Figure 1. Clock routing (run 1).
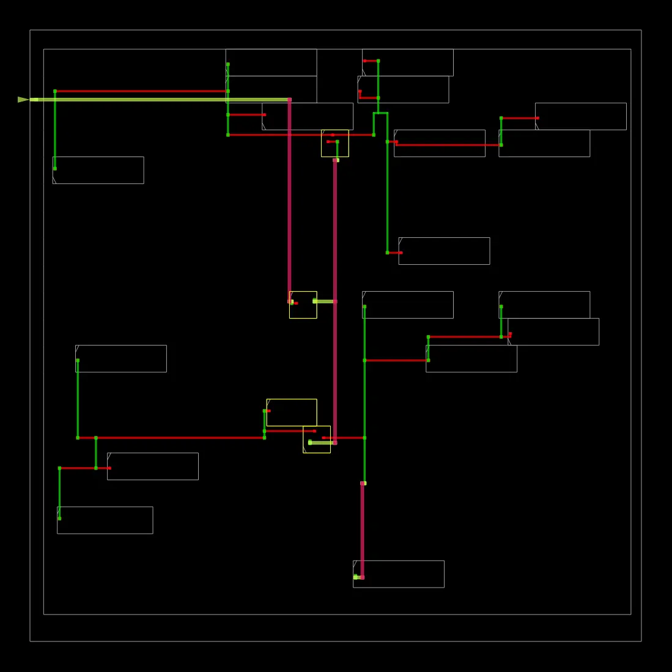
Figure 2. Metal layers overlaid (run 1).
Scale: 8 px per µm.
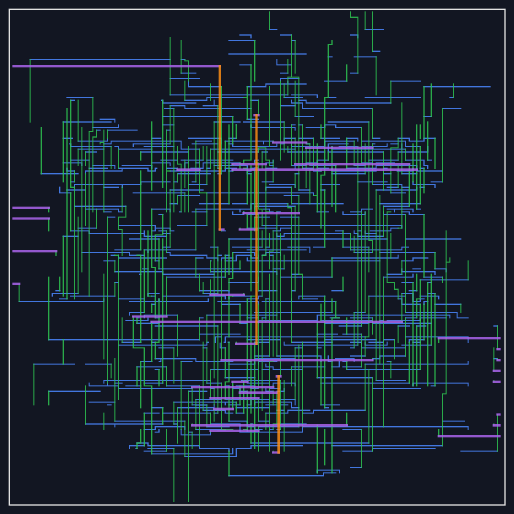
Figure 3. Gate-type map (run 1).
Scale: 4 px per µm.
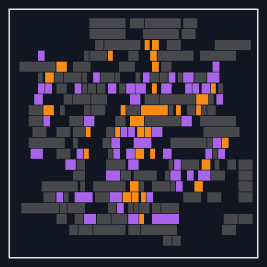
Figure 4. Power grid (run 1).
Scale: 6 px per µm. Pins as bars on the die edge.
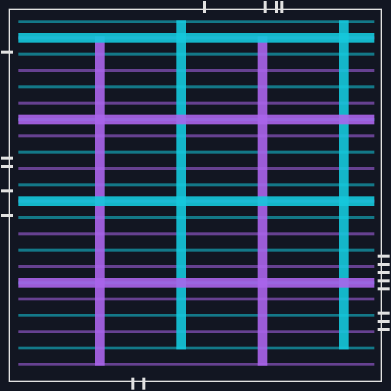
`src/rtl/elevator_pkg.sv`:
```
// elevator_pkg
// Shared types and constants for the elevator car controller.
//   state_e  : car FSM states (IDLE / MOVE / DOOR)
//   dir_e    : committed travel direction (NONE / UP / DOWN)
//   FLOOR_W  : width of floor numbers (floors are numbered from 1)
//   floor_in_range() : true for a floor number the building actually has
package elevator_pkg;

   localparam int FLOOR_W        = 3;
   localparam int NUM_FLOORS_DEF = 5;
   localparam int MOVE_TICKS_DEF = 2;
   localparam int DOOR_TICKS_DEF = 3;

   localparam logic [FLOOR_W-1:0] FLOOR_MIN = FLOOR_W'(1);

   typedef enum logic [1:0] {
      IDLE,
      MOVE,
      DOOR
   } state_e;

   typedef enum logic [1:0] {
      NONE,
      UP,
      DOWN
   } dir_e;

   // Floor 0 and anything above the top floor do not exist.
   function automatic logic floor_in_range(input logic [FLOOR_W-1:0] f,
                                           input int num_floors);
      return (f >= FLOOR_MIN) && (int'(f) <= num_floors);
   endfunction

endpackage

```
`src/rtl/elevator_req_tracker.sv`:
```
// elevator_req_tracker
// Holds the pending-floor bitmap for the car controller.
// Ports:
//   clk, rst              : clock, asynchronous active-low reset
//   req_valid, req_floor  : decoded keypad request (one-cycle strobe)
//   cur_floor             : current car floor
//   in_move               : car is in MOVE (a request for the floor it is leaving is kept)
//   clr_en, clr_floor     : serve (clear) one floor this cycle
//   req_ok                : request strobe carries a floor that exists
//   req_here              : valid request for the current floor
//   pending               : bit f-1 set = floor f requested (registered)
//   any_above, any_below  : some pending floor lies above / below cur_floor
module elevator_req_tracker
   import elevator_pkg::*;
#(
   parameter int NUM_FLOORS = NUM_FLOORS_DEF
) (
   input  logic                  clk,
   input  logic                  rst,
   input  logic                  req_valid,
   input  logic [FLOOR_W-1:0]    req_floor,
   input  logic [FLOOR_W-1:0]    cur_floor,
   input  logic                  in_move,
   input  logic                  clr_en,
   input  logic [FLOOR_W-1:0]    clr_floor,
   output logic                  req_ok,
   output logic                  req_here,
   output logic [NUM_FLOORS-1:0] pending,
   output logic                  any_above,
   output logic                  any_below
);

   logic [NUM_FLOORS-1:0] pending_q;
   logic [NUM_FLOORS-1:0] pending_d;
   logic [NUM_FLOORS-1:0] set_mask;
   logic [NUM_FLOORS-1:0] clr_mask;

   // A request for the floor the car is standing at is served by the door
   // instead of being remembered, unless the car is already leaving it.
   // Clear is applied after set so an arrival always wins over a
   // simultaneous request for the same floor.
   always_comb begin
      req_ok    = req_valid && floor_in_range(req_floor, NUM_FLOORS);
      req_here  = req_ok && (req_floor == cur_floor);
      set_mask  = '0;
      clr_mask  = '0;
      any_above = 1'b0;
      any_below = 1'b0;
      for (int f = 1; f <= NUM_FLOORS; f++) begin
         if (req_ok && (req_floor == FLOOR_W'(f)) && (!req_here || in_move))
            set_mask[f-1] = 1'b1;
         if (clr_en && (clr_floor == FLOOR_W'(f)))
            clr_mask[f-1] = 1'b1;
         if (pending_q[f-1] && (FLOOR_W'(f) > cur_floor))
            any_above = 1'b1;
         if (pending_q[f-1] && (FLOOR_W'(f) < cur_floor))
            any_below = 1'b1;
      end
      pending_d = (pending_q | set_mask) & ~clr_mask;
   end

   always_ff @(posedge clk or negedge rst) begin
      if (!rst)
         pending_q <= '0;
      else
         pending_q <= pending_d;
   end

   assign pending = pending_q;

endmodule

```
`src/rtl/elevator_car_ctrl.sv`:
```
// elevator_car_ctrl
// SCAN (collective) car controller for a small elevator. Requests are held
// in elevator_req_tracker; this module owns the car FSM, the step_tick
// counter used for both travel and door dwell, and the floor/direction
// registers.
// Ports:
//   clk, rst              : clock, asynchronous active-low reset
//   req_valid, req_floor  : keypad request strobe and floor (1..NUM_FLOORS)
//   step_tick             : one-cycle timing enable from the divider chain
//   cur_floor             : current floor (resets to 1)
//   dir_up, dir_down      : car committed up / down (only while moving)
//   moving, door_open     : car is travelling / door is open
//   pending               : requested-floor bitmap
// All outputs come straight from flops.
module elevator_car_ctrl
   import elevator_pkg::*;
#(
   parameter int NUM_FLOORS = NUM_FLOORS_DEF,
   parameter int MOVE_TICKS = MOVE_TICKS_DEF,
   parameter int DOOR_TICKS = DOOR_TICKS_DEF
) (
   input  logic                  clk,
   input  logic                  rst,
   input  logic                  req_valid,
   input  logic [FLOOR_W-1:0]    req_floor,
   input  logic                  step_tick,
   output logic [FLOOR_W-1:0]    cur_floor,
   output logic                  dir_up,
   output logic                  dir_down,
   output logic                  moving,
   output logic                  door_open,
   output logic [NUM_FLOORS-1:0] pending
);

   localparam int MAX_TICKS = (MOVE_TICKS > DOOR_TICKS) ? MOVE_TICKS : DOOR_TICKS;
   localparam int CNT_W     = $clog2(MAX_TICKS + 1);

   localparam logic [CNT_W-1:0]   MOVE_LAST = CNT_W'(MOVE_TICKS - 1);
   localparam logic [CNT_W-1:0]   DOOR_LAST = CNT_W'(DOOR_TICKS - 1);
   localparam logic [FLOOR_W-1:0] TOP_FLOOR = FLOOR_W'(NUM_FLOORS);

   state_e               state_q, state_d;
   dir_e                 dir_q, dir_d;
   logic [FLOOR_W-1:0]   floor_q, floor_d;
   logic [CNT_W-1:0]     cnt_q, cnt_d;
   logic                 dir_up_q, dir_down_q, moving_q, door_open_q;

   logic [FLOOR_W-1:0]   floor_next;
   logic                 next_pending;
   logic                 clr_en;
   logic [FLOOR_W-1:0]   clr_floor;
   logic                 req_ok, req_here, any_above, any_below;
   logic [NUM_FLOORS-1:0] pending_w;

   elevator_req_tracker #(
      .NUM_FLOORS (NUM_FLOORS)
   ) u_req_tracker (
      .clk       (clk),
      .rst       (rst),
      .req_valid (req_valid),
      .req_floor (req_floor),
      .cur_floor (floor_q),
      .in_move   (state_q == MOVE),
      .clr_en    (clr_en),
      .clr_floor (clr_floor),
      .req_ok    (req_ok),
      .req_here  (req_here),
      .pending   (pending_w),
      .any_above (any_above),
      .any_below (any_below)
   );

   // Next-state logic. The single counter times travel in MOVE and dwell in
   // DOOR; it is cleared whenever a state is entered, so a tick in the cycle
   // that makes the transition is never counted.
   always_comb begin
      state_d      = state_q;
      dir_d        = dir_q;
      floor_d      = floor_q;
      cnt_d        = cnt_q;
      clr_en       = 1'b0;
      clr_floor    = floor_q;
      floor_next   = (dir_q == DOWN) ? (floor_q - 1'b1) : (floor_q + 1'b1);
      next_pending = 1'b0;
      for (int f = 1; f <= NUM_FLOORS; f++) begin
         if (floor_next == FLOOR_W'(f))
            next_pending = pending_w[f-1];
      end

      unique case (state_q)
         IDLE: begin
            cnt_d = '0;
            if (req_here) begin
               state_d = DOOR;
            end else if (pending_w == '0) begin
               dir_d = NONE;
            end else if (any_above || any_below) begin
               // SCAN: keep going the same way while there is work that way.
               state_d = MOVE;
               unique case (dir_q)
                  UP:      dir_d = any_above ? UP : DOWN;
                  DOWN:    dir_d = any_below ? DOWN : UP;
                  default: dir_d = any_above ? UP : DOWN;
               endcase
            end else begin
               // Only the current floor is pending: serve it with the door.
               state_d = DOOR;
               clr_en  = 1'b1;
            end
         end

         MOVE: begin
            if (step_tick) begin
               if (cnt_q == MOVE_LAST) begin
                  cnt_d   = '0;
                  floor_d = floor_next;
                  // A request arriving together with the arrival is served too.
                  if (next_pending || (req_ok && (req_floor == floor_next))) begin
                     state_d   = DOOR;
                     clr_en    = 1'b1;
                     clr_floor = floor_next;
                  end
               end else begin
                  cnt_d = cnt_q + 1'b1;
               end
            end
         end

         DOOR: begin
            // Pressing the button for this floor again keeps the door open.
            if (req_here) begin
               cnt_d = '0;
            end else if (step_tick) begin
               if (cnt_q == DOOR_LAST) begin
                  state_d = IDLE;
                  cnt_d   = '0;
               end else begin
                  cnt_d = cnt_q + 1'b1;
               end
            end
         end

         default: begin
            state_d = IDLE;
            cnt_d   = '0;
         end
      endcase
   end

   // State registers plus the indicator outputs, which are derived from the
   // next state so they change in the same cycle as the state itself.
   always_ff @(posedge clk or negedge rst) begin
      if (!rst) begin
         state_q     <= IDLE;
         dir_q       <= NONE;
         floor_q     <= FLOOR_MIN;
         cnt_q       <= '0;
         dir_up_q    <= 1'b0;
         dir_down_q  <= 1'b0;
         moving_q    <= 1'b0;
         door_open_q <= 1'b0;
      end else begin
         state_q     <= state_d;
         dir_q       <= dir_d;
         floor_q     <= floor_d;
         cnt_q       <= cnt_d;
         dir_up_q    <= (state_d == MOVE) && (dir_d == UP);
         dir_down_q  <= (state_d == MOVE) && (dir_d == DOWN);
         moving_q    <= (state_d == MOVE);
         door_open_q <= (state_d == DOOR);
      end
   end

   assign cur_floor = floor_q;
   assign dir_up    = dir_up_q;
   assign dir_down  = dir_down_q;
   assign moving    = moving_q;
   assign door_open = door_open_q;
   assign pending   = pending_w;

`ifndef SYNTHESIS
   // A floor step must never carry the car past either end of the shaft.
   always @(posedge clk) begin
      if (rst && (state_q == MOVE) && step_tick && (cnt_q == MOVE_LAST))
         assert (((dir_q == UP) && (floor_q < TOP_FLOOR)) ||
                 ((dir_q == DOWN) && (floor_q > FLOOR_MIN)));
   end
`endif

endmodule

```
`config.mk`:
```
export PLATFORM = sky130hd
export DESIGN_NAME = elevator_car_ctrl
export DESIGN_NICKNAME = d
export VERILOG_FILES = /design/src/rtl/elevator_pkg.sv /design/src/rtl/elevator_req_tracker.sv /design/src/rtl/elevator_car_ctrl.sv
export SDC_FILE = /design/constraint.sdc
export NUM_CORES = 1
export LEC_CHECK = 0
export CAP_MARGIN = 20
export CORE_UTILIZATION = 45
export CTS_CLUSTER_DIAMETER = 60
export DETAILED_ROUTE_END_ITERATION = 10
export PLACE_DENSITY_LB_ADDON = 0.3
export SYNTH_ARGS = -nofsm -noshare
export SYNTH_HDL_FRONTEND = slang
export SYNTH_SLANG_ARGS = --single-unit
```
`constraint.sdc`:
```
create_clock -name clk -period 3.6 [get_ports clk]
set_clock_uncertainty 0.1 [all_clocks]
set_input_delay 0.36 -clock clk [delete_from_list [all_inputs] [get_ports clk]]
set_output_delay 0.36 -clock clk [all_outputs]
set_load 0.02 [all_outputs]
```
==> notes.md, run 1 <==
The flow ran to the end, and the final reports show no timing, DRC or antenna violations. The total non-filler cell area in the finished layout was 1840 µm²; the non-filler instance count after layout was 248. After detailed routing, the number of remaining DRC violations is 0. Across all checked pins, the minimum headroom to the slew limit is 40.3%. Global routing consumed, on the met3 layer, 2.69% of the routing resources. The longest clock path from root to sink contains 2 buffers. Setup repair after global routing left no endpoint under its margin. The core utilization at floorplan came out at 47.4%. The placed instances occupy a cell area of 1800 µm². The number of buffers inserted for hold repair after clock tree synthesis was 0. After clock tree synthesis, the setup repair step added 0 buffers.

The post-synthesis cell count was 187; the multiplexer area fraction after synthesis was 0.623%. By area the synthesized netlist is led by dfrtp_1 26%, ha_1 7.0%, a21oi_1 3.7%. In the power breakdown, the internal column shows 0.805 mW. In the final timing run, aggregate negative setup slack is 0 ps. The worst register-to-register path depth is 8. The total net switching power was 0.803 mW; the ratio of cells with drive above 1 in the final layout was 8.42%.

The tapcell count is 46, and the pin count of the biggest net entering global routing is 19. The timing report gives the clock slew at the launch and capture registers of the worst setup and hold paths as 110 ps. Looking at the global route congestion table, the highest-usage layer is met2. The endpoint of the most critical setup path was u_req_tracker.pending[2]$_DFF_PN0_. In this run, flip-flops and latches consume 25.5% of the power. First-pass detailed-route iteration total: 4.

The met2 routing resource usage after global routing is 38.9%. The longest incremental delay of any stage on the critical path is reported as 600 ps. Leaving out fill and tap cells, the most frequent cells in the layout are 18 x clkdlybuf4s50_1, 17 x dfrtp_1, 14 x nand2_1. In the synthesized netlist the async set-or-reset flop fraction comes to 100%. Ranked by instance count, the synthesized netlist is headed by 17 x dfrtp_1, 14 x nand2_1, 13 x nor2_1.

The net count of the finished layout is 219. The tools report the reported sequential group power as 0.411 mW. The tools report the number of hold violations in the final report as 0. Dominant kind of combinational cell: AND-OR/OR-AND gates. Switching portion of total power: 49.9%. The run gives 1060 µm² as the area of combinational cells with multiple inputs. Combinational share of cell area: 57.6%.

The tools report the number of inserted diodes as 0. The root buffer cell is clkbuf_4. Looking at the setup timing report, the critical path kind is flip-flop to flip-flop. The top cell type by area accounts for 26.5% of the synthesized area. Among all flip-flop cells after synthesis, the most frequent one is dfrtp_1. STA classifies the critical path endpoint as a flip-flop. Listed in order, past its start point the critical path passes clkinv_1 -> ha_1 -> xor2_1 -> o21ai_1 -> a222oi_1 -> o41a_1 -> nor3b_4 -> a211oi_1. The topmost layer with routed signal wires is met4. The tools report the minimum hold slack as 443 ps. The number of different library cells used by synthesis comes to 62.

Summing the areas of all and, or, nand and nor instances in the mapped netlist gives 25.0% of the synthesized area. In the final layout, flip-flops and latches occupy 452 µm². For the number of inserted filler cells in the final layout, the log shows 298.

The worst setup path is launched from a flip-flop. Timing would allow up to 0.311 GHz. The most frequent logic cell in the layout is clkdlybuf4s50_1. Setup slack on the critical path of the routed design comes to 384 ps. The critical path starts at cur_floor[1]$_DFFE_PN0P_. Global routing finished with a remaining overflow of 0. After Yosys synthesis, XOR and XNOR cells account for 5.45% of the synthesized area. The number of OpenROAD warnings was 33. The synthesized netlist occupies a cell area of 1610 µm².

The final period utilization is 89.3%, and the synthesized area per cell is 8.60 µm². The number of placed instances, taps included, is 244. The run gives 0 for the number of gates given a new drive strength after cts. After detailed routing, the met2 layer carries 1920 µm of wire. Maximum fanout along the worst path: 12. For the total cells reported by yosys after synthesis, the log shows 187. There are 18 flip-flops and latches. Count of standard-cell rows: 21. In the final report, the number of endpoints failing setup comes to 0. The run gives 10.2% for the non-clock buffer contribution to total cell area. Multi-input combinational cells in the finished layout were counted as 149. Using the TritonRoute via totals, the vias-per-cell ratio works out to 6.11. In the final layout, clock buffers and inverters account for 1.97% of the cell area. With the met1 layer wirelength in the final routing at 1830 µm, the post-synthesis register bit count is 18. The logs give 0 for the number of antenna violations at the first check in global routing and 23.5% for the aggregate global-route resource usage.
-- Figure 1 (at the start) --
clk sink count: 18
clock-net power: 0.132 mW
TritonCTS buffer count: 3
number of clock buffers in the layout: 4

-- Figure 2 (at the start) --
Blue stands for met1, wire length 1830 µm. Orange stands for met4, wire length 58.5 µm. Purple stands for met3, wire length 236 µm. Green stands for met2, wire length 1920 µm.
average routed wire per standard cell: 16.3 µm
vias: 1515

-- Figure 3 (at the start) --
Purple stands for inverting AOI/OAI gates, cells 52. Orange stands for NOR gates, cells 31.

-- Figure 4 (at the start) --
Cyan stands for VDD. Purple stands for VSS.
19 signal pins sit on the boundary. 4 straps on met4. The core has 21 rows.
Max rail drop VDD: 481 µV
die height: 61.8 µm
Core ar.: 3390 µm²
Die X: 61.8 µm

==> run 1 -> run 2 <==
--- a/config.mk
+++ b/config.mk
@@ -9,6 +9,7 @@
 export CORE_UTILIZATION = 45
 export CTS_CLUSTER_DIAMETER = 60
 export DETAILED_ROUTE_END_ITERATION = 10
+export HOLD_SLACK_MARGIN = 0.02
 export PLACE_DENSITY_LB_ADDON = 0.3
 export SYNTH_ARGS = -nofsm -noshare
 export SYNTH_HDL_FRONTEND = slang
Figure 5. Clock distribution (run 2).
Scale: 4 px per µm.
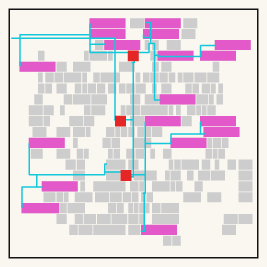
Red stands for cells driving clock nets, count 3. Cyan stands for clock wires, length 282 µm. Magenta stands for flip-flops, count 18.
Position of the flops: all over the die.

==> run 2 against run 1 <==
Compared with the run above:
- first-iteration DRC count is the same
- largest power group unchanged
- sequential cell count is the same
- synthesized area is the same
- non-clock buffer count is the same
- cell area is the same
- utilization is the same
- die size is the same
==> notes.md, run 2 <==
The normalized max-slew margin was 40.3% (unchanged); the tapcell count was 46 (unchanged). The fraction of cell area in sequential cells is reported as 24.6%. The core utilization at floorplan was 47.4% (unchanged).

Per the cell usage report, the commonest logic cells after layout are 18 x clkdlybuf4s50_1, 17 x dfrtp_1, 14 x nand2_1. The run gives 0.411 mW (about the same) as the reported sequential group power. Sorting the Yosys area breakdown by cell type puts at the top dfrtp_1.

The final-layout setup total negative slack was 0 ps (unchanged); the maximum fanout along the worst path was 12 (unchanged). The tools report the design internal power as 0.805 mW (unchanged). The post-CTS setup-driven buffer insertion count is 0 (unchanged). The flow reported a cell area power density of 874 nW/µm². Setup repair after global routing left no endpoint under its margin.

The logs give 1515 (unchanged) for the total via count in the routed design and 1830 µm (unchanged) for the met1 layer wirelength in the final routing. Leaving out fill and tap cells, the most frequent cell in the layout is clkdlybuf4s50_1. The critical path goes through clkinv_1 -> ha_1 -> xor2_1 -> o21ai_1 -> a222oi_1 -> o41a_1 -> nor3b_4 -> a211oi_1.

The synthesized area per cell is 8.60 µm² (unchanged). Endpoint of the most critical setup path: u_req_tracker.pending[2]$_DFF_PN0_. With the total buffers and inverters traversed by the critical path at 1, the post-synthesis register bit count is 18 (unchanged).

The number of hold violations in the final report was 0 (unchanged). With the clock group power at 0.132 mW (about the same), the count of unresolved DRC violations after routing is 0 (unchanged). The flow ran to the end, and the final reports show no timing, DRC or antenna violations.

The multiplexer area fraction after synthesis was 0.623% (unchanged); the average via count per standard cell was 6.11 (unchanged). Looking at the global route congestion table, the highest-usage layer is met2. The tools report the minimum hold slack as 443 ps (unchanged). The routed wirelength normalized by instance count is 16.3 µm (unchanged).

The layout sequential cell count came out at 18 (unchanged). For the total cells reported by yosys after synthesis, the log shows 187 (unchanged). The placed instance count is 244 (unchanged), and the count of clock-net buffers in the final layout is 4 (unchanged). For the worst ir drop on vdd, the log shows 481 µV (unchanged).

Among cell families on the critical path, the largest total delay comes from AND-OR/OR-AND gates. The delay of the slowest cell on the worst path works out to 600 ps (about the same). Sorting the synthesized cells by how often they occur yields 17 x dfrtp_1, 14 x nand2_1, 13 x nor2_1. The run gives 2 (unchanged) as the worst-case clock buffer depth. The vertical die size was 61.8 µm (unchanged). The root buffer cell chosen for the clock tree is clkbuf_4. The clock sink count came out at 18 (unchanged). The die width is 61.8 µm (unchanged), and the number of nets in the final layout is 219 (unchanged).

The tools report the met2 routing resource usage after global routing as 38.9% (unchanged). Fraction of the mapped netlist area in simple logic gates: 25.0% (unchanged). The buffer count excluding the clock tree in the final layout works out to 19.

The xor/xnor share of the synthesized area works out to 5.45% (unchanged). The number of antenna violations at the first check in global routing was 0 (unchanged). The run gives 0.311 GHz (unchanged) as the timing-limited maximum frequency. The setup path with the least slack is of type flip-flop to flip-flop. The non-clock buffer contribution to total cell area was 10.2% (unchanged); the non-filler instance count after layout was 248 (unchanged). The share of flip-flops with an asynchronous set or reset after synthesis is 100% (unchanged).

The total non-filler cell area in the finished layout was 1840 µm² (unchanged). The combinational share of cell area works out to 57.6% (unchanged). With the pin count of the biggest net entering global routing at 19 (unchanged), the post-placement cell area is 1800 µm² (unchanged).

The global-route congestion overflow total is 0 (unchanged), and the global-route met3 utilization is 2.69% (unchanged). The AND-OR/OR-AND share of the synthesized area was 27.9%. The number of flip-flops in the largest register works out to 5.

The clock-pin slew on the worst setup and hold paths was 110 ps (about the same); the total leakage power was 0.716 nW. The tools report the number of nets at floorplan as 203. The run gives 0.803 mW (unchanged) for the total net switching power. The switching portion of total power works out to 49.9% (unchanged). The final worst slack came out at 384 ps (unchanged).

Among the non-sequential cells, AND-OR/OR-AND gates take the most area. Library cell contributing the largest single delay on the critical path: dfrtp_1. For the sequential share of power, the log shows 25.5% (about the same). The run gives 4 (unchanged) as the first-pass detailed-route iteration total. For the count of cell types in the netlist, the log shows 62 (unchanged).

The number of OpenROAD warnings was 33 (unchanged); the number of buffers inserted during clock tree synthesis was 3 (unchanged). The run gives 0 (unchanged) as the number of endpoints failing setup at the final stage. Number of violations reported at the end of detailed-routing iteration 0: 94. Startpoint type of the worst setup path: a flip-flop. The data required time reported for the critical path is 3690 ps. The most used flip-flop cell after synthesis is dfrtp_1. The run gives 3390 µm² (unchanged) as the standard cell core area.

With the ratio of cells with drive above 1 in the final layout at 8.42% (unchanged), the final period utilization is 89.3% (unchanged). The number of buffers inserted for hold repair after clock tree synthesis is 0 (unchanged), and the clock buffer and inverter area fraction after layout is 1.97% (unchanged). The number of inserted diodes was 0 (unchanged); the synthesized cell area was 1610 µm² (unchanged).

The number of gates given a new drive strength after cts came out at 0 (unchanged). The proportion of power drawn by the clock network was 8.2%; the cell depth of the worst flop-to-flop path was 8 (unchanged). Topmost layer with routed signal wires: met4. The number of inserted filler cells in the final layout came out at 298 (unchanged). The register area is 452 µm² (unchanged). The run gives 1920 µm (unchanged) for the met2 wire length. The run gives 1060 µm² (unchanged) as the area of combinational cells with multiple inputs. Ranked by total cell area, the synthesized netlist is headed by dfrtp_1 26%, ha_1 7.0%, a21oi_1 3.7%.

The worst setup path is captured at a flip-flop. The proportion of netlist area held by the largest area contributor is 26.5% (unchanged), and the count of standard-cell rows is 21 (unchanged). The combinational fraction of design power was 66.2%; the met1 layer usage reported by global route was 31.7%. The multi-input combinational cell count was 149 (unchanged). The timing startpoint of the critical path is cur_floor[1]$_DFFE_PN0P_. The post-synthesis cell count is 187 (unchanged), and the aggregate global-route resource usage is 23.5% (unchanged).
Power is estimated from default activity; no workload was simulated.
